Fig. 1: the clock network
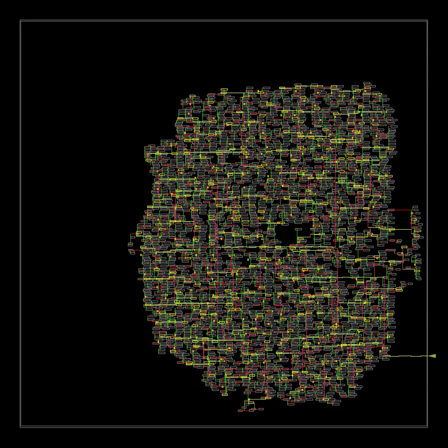
Fig. 2: a small window of the routed layout
Window x 333 to 358, y 333 to 358 um. Cells in gray, sequential cells in the stronger gray; small squares are vias.
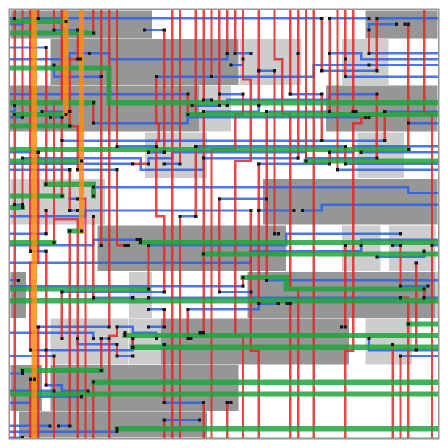
===== src/rtl/cpu_check_monitor.sv =====
// Commit-event checker for a CPU under test.
// An expected-event table is loaded while IDLE. During RUN each observed
// commit event is compared in order against the next table entry. The run
// ends in PASS, FAIL or TIMEOUT and holds there until clear or rst.
//
// state    | meaning
// ---------+------------------------------------------------------------
// IDLE     | table load allowed, waiting for start
// RUN      | comparing commit events against table entries in order
// PASS     | every entry consumed with no mismatch
// FAIL     | mismatch seen (all entries consumed, or first one if STOP_ON_FAIL)
// TIMEOUT  | TIMEOUT_CYC consecutive RUN cycles without an event
module cpu_check_monitor #(
  parameter int DATA_W       = 32,
  parameter int ADDR_W       = 12,
  parameter int DEPTH        = 64,
  parameter int TIMEOUT_CYC  = 1024,
  parameter int STOP_ON_FAIL = 0,
  localparam int CNT_W       = $clog2(DEPTH + 1),
  localparam int IDX_W       = $clog2(DEPTH)
) (
  input  logic              clk_i,
  input  logic              rst_i,
  input  logic              exp_wr_en_i,
  input  logic [1:0]        exp_kind_i,
  input  logic [ADDR_W-1:0] exp_addr_i,
  input  logic [DATA_W-1:0] exp_data_i,
  input  logic              start_i,
  input  logic              clear_i,
  input  logic              ev_valid_i,
  input  logic [1:0]        ev_kind_i,
  input  logic [ADDR_W-1:0] ev_addr_i,
  input  logic [DATA_W-1:0] ev_data_i,
  output logic [2:0]        state_o,
  output logic              done_o,
  output logic [CNT_W-1:0]  entry_cnt_o,
  output logic [CNT_W-1:0]  checked_cnt_o,
  output logic [CNT_W-1:0]  mismatch_cnt_o,
  output logic [IDX_W-1:0]  fail_idx_o,
  output logic [DATA_W-1:0] fail_data_o,
  output logic              load_ovf_o
);

  localparam int TMR_W = $clog2(TIMEOUT_CYC + 1);

  localparam logic [1:0]       KIND_OVF = 2'd2;
  localparam logic [CNT_W-1:0] DEPTH_C  = CNT_W'(DEPTH);
  localparam logic [TMR_W-1:0] TMR_LOAD = TMR_W'(TIMEOUT_CYC);
  localparam logic [TMR_W-1:0] TMR_LAST = TMR_W'(1);

  typedef enum logic [2:0] {
    ST_IDLE    = 3'd0,
    ST_RUN     = 3'd1,
    ST_PASS    = 3'd2,
    ST_FAIL    = 3'd3,
    ST_TIMEOUT = 3'd4
  } state_t;

  // Expected-event table; contents survive clear, only entry_cnt is emptied.
  logic [1:0]        kind_mem [DEPTH];
  logic [ADDR_W-1:0] addr_mem [DEPTH];
  logic [DATA_W-1:0] data_mem [DEPTH];

  state_t            state_q;
  logic              done_q;
  logic [CNT_W-1:0]  entry_cnt_q;
  logic [CNT_W-1:0]  checked_cnt_q;
  logic [CNT_W-1:0]  mismatch_cnt_q;
  logic [CNT_W-1:0]  rd_q;
  logic [TMR_W-1:0]  tmr_q;
  logic [IDX_W-1:0]  fail_idx_q;
  logic [DATA_W-1:0] fail_data_q;
  logic              load_ovf_q;

  logic              tbl_full;
  logic              tbl_wr;
  logic [IDX_W-1:0]  wr_idx;
  logic [IDX_W-1:0]  rd_idx;
  logic [1:0]        rd_kind;
  logic [ADDR_W-1:0] rd_addr;
  logic [DATA_W-1:0] rd_data;
  logic              ev_match;
  logic              last_entry;
  logic              no_prior_mm;

  assign tbl_full = (entry_cnt_q == DEPTH_C);
  assign tbl_wr   = !rst_i && !clear_i && (state_q == ST_IDLE) && exp_wr_en_i && !tbl_full;
  assign wr_idx   = entry_cnt_q[IDX_W-1:0];
  assign rd_idx   = rd_q[IDX_W-1:0];

  // Table is written only in IDLE and read only in RUN, so one port suffices.
  always_ff @(posedge clk_i) begin
    if (tbl_wr) begin
      kind_mem[wr_idx] <= exp_kind_i;
      addr_mem[wr_idx] <= exp_addr_i;
      data_mem[wr_idx] <= exp_data_i;
    end
  end

  assign rd_kind = kind_mem[rd_idx];
  assign rd_addr = addr_mem[rd_idx];
  assign rd_data = data_mem[rd_idx];

  // OVERFLOW entries carry only a flag in bit 0; their address is meaningless.
  always_comb begin
    ev_match = 1'b0;
    if (ev_kind_i == rd_kind) begin
      if (rd_kind == KIND_OVF) begin
        ev_match = (ev_data_i[0] == rd_data[0]);
      end else begin
        ev_match = (ev_addr_i == rd_addr) && (ev_data_i == rd_data);
      end
    end
  end

  assign last_entry  = (rd_q == (entry_cnt_q - CNT_W'(1)));
  assign no_prior_mm = (mismatch_cnt_q == '0);

  // Sequencing FSM; clear behaves like reset except the table keeps its data.
  always_ff @(posedge clk_i) begin
    if (rst_i || clear_i) begin
      state_q        <= ST_IDLE;
      done_q         <= 1'b0;
      entry_cnt_q    <= '0;
      checked_cnt_q  <= '0;
      mismatch_cnt_q <= '0;
      rd_q           <= '0;
      tmr_q          <= '0;
      fail_idx_q     <= '0;
      fail_data_q    <= '0;
      load_ovf_q     <= 1'b0;
    end else begin
      case (state_q)
        ST_IDLE: begin
          if (exp_wr_en_i) begin
            if (tbl_full) begin
              load_ovf_q <= 1'b1;
            end else begin
              entry_cnt_q <= entry_cnt_q + CNT_W'(1);
            end
          end
          // Start looks at the count before any same-cycle write.
          if (start_i && (entry_cnt_q != '0)) begin
            state_q        <= ST_RUN;
            rd_q           <= '0;
            checked_cnt_q  <= '0;
            mismatch_cnt_q <= '0;
            tmr_q          <= TMR_LOAD;
          end
        end

        ST_RUN: begin
          if (ev_valid_i) begin
            checked_cnt_q <= checked_cnt_q + CNT_W'(1);
            rd_q          <= rd_q + CNT_W'(1);
            tmr_q         <= TMR_LOAD;
            if (!ev_match) begin
              if (mismatch_cnt_q != DEPTH_C) begin
                mismatch_cnt_q <= mismatch_cnt_q + CNT_W'(1);
              end
              if (no_prior_mm) begin
                fail_idx_q  <= rd_idx;
                fail_data_q <= ev_data_i;
              end
            end
            if (!ev_match && (STOP_ON_FAIL != 0)) begin
              state_q <= ST_FAIL;
              done_q  <= 1'b1;
            end else if (last_entry) begin
              state_q <= (ev_match && no_prior_mm) ? ST_PASS : ST_FAIL;
              done_q  <= 1'b1;
            end
          end else if (tmr_q == TMR_LAST) begin
            state_q <= ST_TIMEOUT;
            done_q  <= 1'b1;
          end else begin
            tmr_q <= tmr_q - TMR_W'(1);
          end
        end

        ST_PASS, ST_FAIL, ST_TIMEOUT: begin
          state_q <= state_q;
        end

        default: begin
          state_q <= ST_IDLE;
          done_q  <= 1'b0;
        end
      endcase
    end
  end

  assign state_o        = state_q;
  assign done_o         = done_q;
  assign entry_cnt_o    = entry_cnt_q;
  assign checked_cnt_o  = checked_cnt_q;
  assign mismatch_cnt_o = mismatch_cnt_q;
  assign fail_idx_o     = fail_idx_q;
  assign fail_data_o    = fail_data_q;
  assign load_ovf_o     = load_ovf_q;

endmodule


===== config.mk =====
export PLATFORM = sky130hd
export DESIGN_NAME = cpu_check_monitor
export DESIGN_NICKNAME = d
export VERILOG_FILES = /design/src/rtl/cpu_check_monitor.sv
export SDC_FILE = /design/constraint.sdc
export NUM_CORES = 2
export LEC_CHECK = 0
export CAP_MARGIN = 25
export CORE_UTILIZATION = 25
export DETAILED_ROUTE_END_ITERATION = 8
export SYNTH_ARGS = -nofsm -noshare
export SYNTH_HDL_FRONTEND = slang
export SYNTH_SLANG_ARGS = --single-unit

===== constraint.sdc =====
create_clock -name clk_i -period 5.2 [get_ports clk_i]
set_input_delay 1.04 -clock clk_i [delete_from_list [all_inputs] [get_ports clk_i]]
set_output_delay 1.04 -clock clk_i [all_outputs]
set_load 0.01 [all_outputs]

==> summary.txt <==
Crit Reg-Reg Endpoint: mismatch_cnt_o[1]
# diodes: 21
Clock tree buffer depth: 4
Biggest regs: data_mem (2048), addr_mem (768), kind_mem (128)
Tap Count: 6223
Flop count: 3032
Die H: 690 um
Hold depth: 1
Largest net degree at the start of global routing: 65
Iteration-0 DRC Markers: 10400
Clock Buffer Count: 393
Slew headroom: 22.7%
Layout non-clock buf frac: 4.85%
Final clock-cell share: 6.99%
Dominant flop cell: edfxtp_1
Pre-antenna DRT Iters: 7
Peak supply drop: 0.228 mV
Fin crit share: 98.6%
Minimum clock period: 5.13 ns
CTS tree: built
Ports: 162
Log Warnings: 31
Non-clock buffers: 610
RSZ-0062 raised after global routing: no
Clock share of power: 44.4%
Combinational share of cell area: 18.9%
Core Box Area: 471000 um2
Row cnt: 252
Clock slew at reported path FFs: 0.06 ns
Mapped Area: 118000 um2
Top cell excl fill/tap: edfxtp_1
Min Hold Slack: 0.407 ns
Final Power: 0.0498 W
Register share of total power: 53.8%
Hold Fails Final Rpt: 0
P_sw: 0.0102 W
Seq share, synth: 76.1%
Root Buffer: clkbuf_16
Status: finished clean
Die area: 476000 um2
Postcts setup bufs: 1
Yosys top cell by area: edfxtp_1
P_comb: 0.000890 W
Max Fclk: 195 MHz
Worst setup SP type: register
Crit path largest cell delay: 0.68 ns
Grt ovf: 0
Post-Place Cells: 12400
Buffers on Ports: 161
Antenna Violating Nets Remaining: 0
Back to the opening pictures, Fig. 1:
clock skew: 0.0753 ns
Clk. pwr: 0.0221 W

Back to the opening pictures, Fig. 2:
green -> met3
red -> met2
orange -> met4
blue -> met1
most frequent = edfxtp_1 (10), buf_4 (3), mux2i_1 (2)
cells with their middle in the window = 22
sequential cells in the window = 10
netlist names of flops here include = data_mem (9), addr_mem (1)

==> routing by layer <==
layer,vias to the layer above,wire length (um),track usage (%)
met2,4928,187000,26.0
met4,32,21100,7.45
met1,35600,157000,22.3
met5,-,218,0
met3,1036,58400,5.52
li1,25700,-,-
==> cells by family after synthesis <==
logic type / Yosys count / share of synthesized area, %
compound gates: 595 / 3.57
xor+xnor: 54 / 0.399
buf+inv: 340 / 1.78
fa+ha+maj: 9 / 0.0951
flops: 3032 / 76.1
simple gates: 751 / 3.18
mux: 1119 / 14.8
==> critical path, delay by kind of cell, from the launching register on <==
family / cells / cell delay, ns
simple gates: 6 / 1.36
buf+inv: 6 / 1.58
compound gates: 2 / 0.59
flops: 1 / 0.68
mux: 3 / 0.70
Power and IR drop assume default switching activity.
